## src/rtl/tx_resp_ctrl_if.sv

```systemverilog
// -----------------------------------------------------------------------------
// tx_resp_ctrl_if
// Purpose : groups the response sources (register file, ALU), the UART
//           transmitter handshake and the status flag of tx_resp_ctrl.
// Signals : RdData/RdData_Valid   register-file read data + strobe
//           ALU_OUT/OUT_Valid     ALU result + strobe
//           TX_Busy               UART transmitter busy
//           TX_P_Data/TX_D_VLD    byte offered to the UART + valid
//           Overrun               sticky pending-response overwrite flag
// Modports: master drives the sources and TX_Busy, slave is the controller.
// -----------------------------------------------------------------------------
interface tx_resp_ctrl_if #(
  parameter int unsigned BusWidth = 8
);
  logic [BusWidth-1:0]   RdData;
  logic                  RdData_Valid;
  logic [2*BusWidth-1:0] ALU_OUT;
  logic                  OUT_Valid;
  logic                  TX_Busy;
  logic [BusWidth-1:0]   TX_P_Data;
  logic                  TX_D_VLD;
  logic                  Overrun;

  modport master (
    output RdData, RdData_Valid, ALU_OUT, OUT_Valid, TX_Busy,
    input  TX_P_Data, TX_D_VLD, Overrun
  );

  modport slave (
    input  RdData, RdData_Valid, ALU_OUT, OUT_Valid, TX_Busy,
    output TX_P_Data, TX_D_VLD, Overrun
  );
endinterface

```

## src/rtl/tx_resp_ctrl.sv

```systemverilog
// -----------------------------------------------------------------------------
// tx_resp_ctrl
// Purpose : serialises register-file and ALU responses into bytes for a UART
//           transmitter. Each source has one pending slot; a round-robin
//           arbiter claims a slot into a frame register which is then sent
//           byte by byte using the TX_Busy handshake.
// Ports   : CLK  system clock (rising edge)
//           RST  asynchronous active-low reset
//           bus  tx_resp_ctrl_if.slave (sources, UART handshake, Overrun)
// Config  : TX_FRAME_CHK_EN appends an XOR trailer byte to every frame.
// -----------------------------------------------------------------------------
module tx_resp_ctrl #(
  parameter int unsigned BusWidth = 8
) (
  input  logic          CLK,
  input  logic          RST,
  tx_resp_ctrl_if.slave bus
);

`ifdef TX_FRAME_CHK_EN
  localparam int unsigned MaxBytes = 3;
`else
  localparam int unsigned MaxBytes = 2;
`endif
  localparam int unsigned IdxW   = 2;
  localparam int unsigned FrameW = MaxBytes * BusWidth;

  typedef enum logic [1:0] {
    IDLE    = 2'd0,
    SEND    = 2'd1,
    WAIT_HI = 2'd2,
    WAIT_LO = 2'd3
  } state_t;

  state_t                r_state;
  state_t                w_state_nxt;

  logic                  r_rf_flag;
  logic [BusWidth-1:0]   r_rf_data;
  logic                  r_alu_flag;
  logic [2*BusWidth-1:0] r_alu_data;
  logic                  r_last_alu;
  logic                  r_overrun;

  logic [FrameW-1:0]     r_frame;
  logic [IdxW-1:0]       r_len;
  logic [IdxW-1:0]       r_idx;
  logic                  r_vld;
  logic [BusWidth-1:0]   r_data;

  logic                  w_pick_rf;
  logic                  w_claim_rf;
  logic                  w_claim_alu;
  logic                  w_ovr_set;
  logic [IdxW-1:0]       w_idx_inc;
  logic                  w_more;
  logic [BusWidth-1:0]   w_next_byte;
  logic [FrameW-1:0]     w_frame_sel;
  logic [IdxW-1:0]       w_len_sel;
  logic                  w_load;
  logic                  w_vld_nxt;
  logic [BusWidth-1:0]   w_data_nxt;
  logic [IdxW-1:0]       w_idx_nxt;

  // Round-robin: on a tie the RF wins only if the ALU was served last.
  assign w_pick_rf   = r_rf_flag && (!r_alu_flag || r_last_alu);
  assign w_claim_rf  = (r_state == IDLE) && w_pick_rf;
  assign w_claim_alu = (r_state == IDLE) && r_alu_flag && !w_pick_rf;

  // A strobe into an occupied slot that is not leaving this cycle loses data.
  assign w_ovr_set = (bus.RdData_Valid && r_rf_flag  && !w_claim_rf) ||
                     (bus.OUT_Valid    && r_alu_flag && !w_claim_alu);

  assign w_idx_inc = r_idx + IdxW'(1);
  assign w_more    = (w_idx_inc < r_len);

  // Frame image and length of the slot being claimed.
  always_comb begin : frame_build
    w_frame_sel = '0;
    w_len_sel   = '0;
`ifdef TX_FRAME_CHK_EN
    if (w_claim_alu) begin
      w_frame_sel = {r_alu_data[BusWidth-1:0] ^ r_alu_data[2*BusWidth-1:BusWidth],
                     r_alu_data};
      w_len_sel   = IdxW'(3);
    end else begin
      w_frame_sel = {{BusWidth{1'b0}}, r_rf_data, r_rf_data};
      w_len_sel   = IdxW'(2);
    end
`else
    if (w_claim_alu) begin
      w_frame_sel = r_alu_data;
      w_len_sel   = IdxW'(2);
    end else begin
      w_frame_sel = {{BusWidth{1'b0}}, r_rf_data};
      w_len_sel   = IdxW'(1);
    end
`endif
  end

  // Byte that follows the current one inside the frame register.
  always_comb begin : byte_sel
    w_next_byte = '0;
    for (int unsigned k = 0; k < MaxBytes; k++) begin
      if (w_idx_inc == IdxW'(k)) begin
        w_next_byte = r_frame[k*BusWidth +: BusWidth];
      end
    end
  end

  // FSM state register.
  always_ff @(posedge CLK or negedge RST) begin
    if (!RST) begin
      r_state <= IDLE;
    end else begin
      r_state <= w_state_nxt;
    end
  end

  // FSM next-state logic.
  always_comb begin : next_state
    w_state_nxt = r_state;
    case (r_state)
      IDLE:    if (r_rf_flag || r_alu_flag) w_state_nxt = SEND;
      SEND:    if (!bus.TX_Busy)            w_state_nxt = WAIT_HI;
      WAIT_HI: if (bus.TX_Busy)             w_state_nxt = WAIT_LO;
      WAIT_LO: if (!bus.TX_Busy)            w_state_nxt = w_more ? SEND : IDLE;
      default:                              w_state_nxt = IDLE;
    endcase
  end

  // FSM output logic: next values of the registered TX outputs and frame control.
  always_comb begin : next_out
    w_vld_nxt  = r_vld;
    w_data_nxt = r_data;
    w_idx_nxt  = r_idx;
    w_load     = 1'b0;
    case (r_state)
      IDLE: begin
        if (w_claim_rf) begin
          w_vld_nxt  = 1'b1;
          w_data_nxt = r_rf_data;
          w_idx_nxt  = '0;
          w_load     = 1'b1;
        end else if (w_claim_alu) begin
          w_vld_nxt  = 1'b1;
          w_data_nxt = r_alu_data[BusWidth-1:0];
          w_idx_nxt  = '0;
          w_load     = 1'b1;
        end
      end
      SEND: begin
        if (!bus.TX_Busy) w_vld_nxt = 1'b0;
      end
      WAIT_LO: begin
        if (!bus.TX_Busy && w_more) begin
          w_vld_nxt  = 1'b1;
          w_data_nxt = w_next_byte;
          w_idx_nxt  = w_idx_inc;
        end
      end
      default: ;
    endcase
  end

  // Frame register, byte index and registered TX outputs.
  always_ff @(posedge CLK or negedge RST) begin
    if (!RST) begin
      r_frame    <= '0;
      r_len      <= '0;
      r_idx      <= '0;
      r_vld      <= 1'b0;
      r_data     <= '0;
      r_last_alu <= 1'b1;
    end else begin
      r_vld  <= w_vld_nxt;
      r_data <= w_data_nxt;
      r_idx  <= w_idx_nxt;
      if (w_load) begin
        r_frame    <= w_frame_sel;
        r_len      <= w_len_sel;
        r_last_alu <= w_claim_alu;
      end
    end
  end

  // Pending slots capture in every state; a same-cycle strobe re-arms a claimed slot.
  always_ff @(posedge CLK or negedge RST) begin
    if (!RST) begin
      r_rf_flag  <= 1'b0;
      r_rf_data  <= '0;
      r_alu_flag <= 1'b0;
      r_alu_data <= '0;
      r_overrun  <= 1'b0;
    end else begin
      if (bus.RdData_Valid) begin
        r_rf_data <= bus.RdData;
        r_rf_flag <= 1'b1;
      end else if (w_claim_rf) begin
        r_rf_flag <= 1'b0;
      end
      if (bus.OUT_Valid) begin
        r_alu_data <= bus.ALU_OUT;
        r_alu_flag <= 1'b1;
      end else if (w_claim_alu) begin
        r_alu_flag <= 1'b0;
      end
      if (w_ovr_set) r_overrun <= 1'b1;
    end
  end

  assign bus.TX_P_Data = r_data;
  assign bus.TX_D_VLD  = r_vld;
  assign bus.Overrun   = r_overrun;

endmodule

```

## src/flat_wrapper.sv

```systemverilog
// flat-port wrapper written by rule: the top's interface ports become plain ports
module tx_resp_ctrl_flat 
#(
  parameter int unsigned BusWidth = 8
)
  (CLK, RST, bus_RdData, bus_RdData_Valid, bus_ALU_OUT, bus_OUT_Valid, bus_TX_Busy, bus_TX_P_Data, bus_TX_D_VLD, bus_Overrun);
  tx_resp_ctrl_if #(.BusWidth(BusWidth)) bus_i ();
  input  logic CLK;
  input  logic RST;
  input wire logic [$bits(bus_i.RdData)-1:0] bus_RdData;
  input wire logic [$bits(bus_i.RdData_Valid)-1:0] bus_RdData_Valid;
  input wire logic [$bits(bus_i.ALU_OUT)-1:0] bus_ALU_OUT;
  input wire logic [$bits(bus_i.OUT_Valid)-1:0] bus_OUT_Valid;
  input wire logic [$bits(bus_i.TX_Busy)-1:0] bus_TX_Busy;
  output wire logic [$bits(bus_i.TX_P_Data)-1:0] bus_TX_P_Data;
  output wire logic [$bits(bus_i.TX_D_VLD)-1:0] bus_TX_D_VLD;
  output wire logic [$bits(bus_i.Overrun)-1:0] bus_Overrun;
  assign bus_i.RdData = bus_RdData;
  assign bus_i.RdData_Valid = bus_RdData_Valid;
  assign bus_i.ALU_OUT = bus_ALU_OUT;
  assign bus_i.OUT_Valid = bus_OUT_Valid;
  assign bus_i.TX_Busy = bus_TX_Busy;
  assign bus_TX_P_Data = bus_i.TX_P_Data;
  assign bus_TX_D_VLD = bus_i.TX_D_VLD;
  assign bus_Overrun = bus_i.Overrun;
  tx_resp_ctrl #(.BusWidth(BusWidth)) u_core (.CLK(CLK), .RST(RST), .bus(bus_i));
endmodule
```

## config.mk

```make
export PLATFORM = sky130hd
export DESIGN_NAME = tx_resp_ctrl_flat
export DESIGN_NICKNAME = d
export VERILOG_FILES = /design/src/rtl/tx_resp_ctrl_if.sv /design/src/rtl/tx_resp_ctrl.sv /design/src/flat_wrapper.sv
export SDC_FILE = /design/constraint.sdc
export NUM_CORES = 1
export LEC_CHECK = 0
export ABC_AREA = 1
export CELL_PAD_IN_SITES_DETAIL_PLACEMENT = 2
export CELL_PAD_IN_SITES_GLOBAL_PLACEMENT = 2
export CORE_UTILIZATION = 35
export DETAILED_ROUTE_END_ITERATION = 12
export HOLD_SLACK_MARGIN = 0.03
export PLACE_DENSITY = 0.84
export SETUP_SLACK_MARGIN = 0.02
export SYNTH_ARGS = -nofsm -noshare
export SYNTH_HDL_FRONTEND = slang
export SYNTH_SLANG_ARGS = --single-unit
```

## constraint.sdc

```tcl
create_clock -name CLK -period 4.1 [get_ports CLK]
set_input_delay 0.615 -clock CLK [delete_from_list [all_inputs] [get_ports CLK]]
set_output_delay 0.615 -clock CLK [all_outputs]
set_load 0.02 [all_outputs]
```

==> flow_summary.yaml <==
# generated from flow reports
clocking:
  clkTransAtPathRegs_ps: 70
  htree_levels: 3
  ctsHoldBuffers: 0
  numClockSinks: 59
  post_cts_buffers: 0
  cts_made_buffers: 9
  clockBufferDepth: 2
  clk_latency_ps: 340
  cts_root_buf: "clkbuf_8"
  post_cts_resized: 0
  cts_tree: "built"
routing:
  routedWlPerCell_um: 17.3
  dr.pass1.iters: 4
  drt_iter0_drc: 67
  vias: 2426
  drc: 0
  vias_per_cell: 5.11
  wl_um: 8210
  drtAntennaViolNets: 0
synth:
  avgSynthCellArea_um2: 8.53
  syn_inst: 334
  synthMuxAreaShare: 0.0158
  synth_flops: 59
  yosys_area_um2: 2850
  xor_share: 0
  fa_ha_area_frac: 0.0395
  synthAoiAreaFrac: 0.123
  synth_cell_types: 27
  yosysWarnings: 0
  ys_top_logic_family: "simple AND/OR/NAND/NOR gates"
  ys_sh_simple: 0.218
  yosysCellCount: 334
  synthesis.area_um2: 2850
  fp_nets: 372
  yosysSeqAreaShare: 0.519
layout:
  areaGrowthSynthToFinish_pct: 21.9
  n_fill_cell: 890
  antenna_cells: 0
  flop_area_um2: 1480
  drive_above_1_share: 0.0912
  finalNetCount: 406
  logic_area_um2: 1130
global_route:
  gr-usage-all-layers: 0.214
  grt_max_degree: 36
  grt_antenna_before_repair: 0
  grt_pass1_wl_um: 13800
  gr-total-overflow: 0
  first_global_vias: 2614
worst_setup_path:
  worstPathArrival_ps: 2540
  startpoint: "u_core.r_state[0]$_DFFE_PN0P_"
  path_buffers: 1
  cpPeakStageDelay_ps: 570
  crit_chain: "inv_1 -> ha_1 -> nand2_2 -> a21oi_1 -> o21ai_0 -> nand2_1"
  critPathLaunchType: "flip-flop"
  worstSetupPathType: "flip-flop to flip-flop"
  cp_max_fo: 28
  crit-reg2reg-launch: "u_core.r_state[0]$_DFFE_PN0P_"
  endpoint_kind: "flip-flop"
  cp_top_family: "simple AND/OR/NAND/NOR gates"
  critPathSlowestCell: "ha_1"
  cp_data_required_time_ps: 4370
final_timing:
  min_period_ps: 2270
  hold_viol_final: 0
  clock.fmax_mhz: 441
  rsz0062_at_grt: "no"
  finClkSkew_ps: 4.98
  worst_slew_pin_slew_ps: 929
  relSlewSlack: 0.379
  finalCritPeriodShare: 0.553
  setup_viol: 0
  maxSlewViolCount: 0
  finalSetupTns_ps: 0
  hold_ws_ps: 278
floorplan:
  ios: 39
  row_count: 32
  die_area_um2: 8500
flow_run:
  cap_violations: 0
  warning_count: 32
pwr:
  comb_cell_power_mw: 1.12
  sequentialPowerShare: 0.348
  clk-power_mw: 0.571
  power.internal_mw: 1.47
  power_frac_comb: 0.432
  clock_power_share: 0.220
  power.switching_mw: 1.12
  seq-power_mw: 0.905
  p_leak_nw: 1.66
  powerDensity_nw_per_um2: 748
  top_power_group: "combinational logic"
  p_sw_frac: 0.432
placed_design:
  dp_hpwl_um: 5630
  place.port_buffers: 38
  finalWeightedCongestion: 0.765
outcome:
  status: "finished clean"
worst_hold_path:
  hp-class: "primary input to async pin"
state kept, by name, summed over array words and instances, names as in the netlist, 2 cells and up:
name,count
u_core.r_len,2
u_core.r_frame,16
u_core.r_idx,2
u_core.r_alu_data,16
u_core.r_rf_data,8
u_core.r_state,2
u_core.bus.TX_P_Data,8
area by class of cell:
cell class | instances | area share
clock buffers | 13 | 0.0486
flip-flops and latches | 59 | 0.426
multi-input cells | 222 | 0.326
clock inverters | 3 | 0.0130
well taps | 102 | 0.0368
repair buffers | 39 | 0.110
inverters | 37 | 0.0400
cells in the mapped netlist:
cell type  count  area (µm²)
inv_2          2        7.51
nand4_1        9        56.3
o21ai_0       38         190
dfstp_2        1        26.3
mux2_2         4        45.0
buf_4          3        22.5
nand2_1      106         398
o21ai_2        2        17.5
clkbuf_1       5        18.8
dfrtp_1       58        1450
ha_1           9         113
o211ai_1       1        7.51
a21oi_2        1        8.76
nor2_1         3        11.3
nor2_4         2        22.5
a31oi_1        1        6.26
clkbuf_2       1        5.00
nand3_1       21         105
buf_6          3        33.8
a21o_1         2        15.0
o21ai_1        1        5.00
nand2_2        3        18.8
inv_1         35         131
buf_2          4        20.0
a21oi_1       17        85.1
o21ai_4        1        16.3
nand3_2        1        10.0
cell usage in the layout (no fill, tap or decap), types with 2 or more instances in the layout:
cell / instances
inv_1: 35
mux2_2: 4
a21o_1: 2
clkbuf_8: 12
a21oi_1: 17
ha_1: 9
nand4_1: 9
nand3_1: 21
clkdlybuf4s50_1: 37
nand2_2: 3
dfrtp_1: 58
nor2_4: 2
inv_2: 2
nand2_1: 106
o21ai_2: 2
nor2_1: 3
clkinvlp_4: 2
o21ai_0: 38
worst reg2reg max path: stages (launching register included):
cell and delay (ps):
dfrtp_1 430, inv_1 170, ha_1 570, nand2_2 490, a21oi_1 310, o21ai_0 140, nand2_1 100
per-stage QoR:
stage / total power, mW / instance area [µm²] / worst slack [ps] / instances / utilization
2_1_floorplan: 1.69 / 2850 / 2470 / 334 / -
3_3_place_gp: 1.95 / 3260 / 1890 / 459 / 0.417
3_5_place_dp: 2.03 / 3260 / 1800 / 459 / 0.417
4_1_cts: 2.64 / 3470 / 1830 / 475 / 0.445
5_1_grt: 2.80 / 3470 / 1660 / 475 / 0.445
6_report: 2.60 / 3470 / 1830 / 475 / 0.445
path summary, 6_finish.rpt:
check / endpoint / depth (start not counted) / slack [ps]
worst max-delay path: u_core.r_frame[5]$_DFFE_PN0P_ / 6 / 1830
min in group CLK: u_core.bus.Overrun$_DFFE_PN0P_ / 2 / 480
max in group asynchronous: u_core.r_frame[12]$_DFFE_PN0P_ / 2 / 2940
worst min-delay path: u_core.r_idx[0]$_DFFE_PN0P_ / 1 / 280
worst max register to register: u_core.r_frame[5]$_DFFE_PN0P_ / 6 / 1830
worst min register to register: u_core.bus.Overrun$_DFFE_PN0P_ / 2 / 480
per-layer routing:
layer / GRT usage / vias to the layer above / share of wire
li1: - / 1141 / -
met3: 0.0406 / 12 / 0.032
met1: 0.282 / 1217 / 0.46
met4: 0.0820 / 0 / 0.020
met5: 0 / - / 0
met2: 0.349 / 56 / 0.49
==> images/floorplan.png <==
Scale: 4 px per µm. Pins as bars on the die edge.
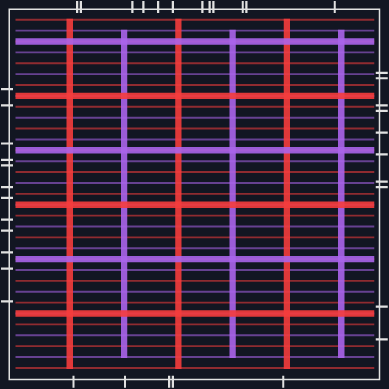
[purple] VDD
[red] VSS
met1 rails: 33
rows: 32
area of the core: 7810 µm²
Die X: 92.2 µm
Die Span Y: 92.2 µm
worst vdd ir: 0.214 mV

==> images/util_map.png <==
Scale: 4 px per µm. The die is cut into 9 by 9 equal tiles; black is low, pale yellow is high, 0 to 100% covered.
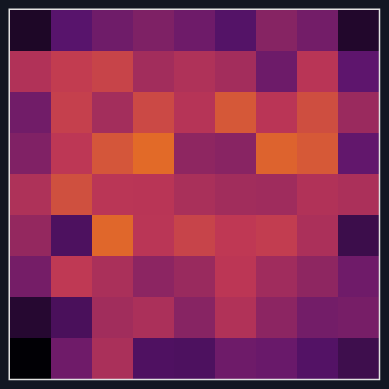
nearly empty tiles: 1.2%
mean over tiles: 39%
fullest tile: 65%
FP Util: 0.365
final core utilization: 0.445

Power is estimated from default activity; no workload was simulated.
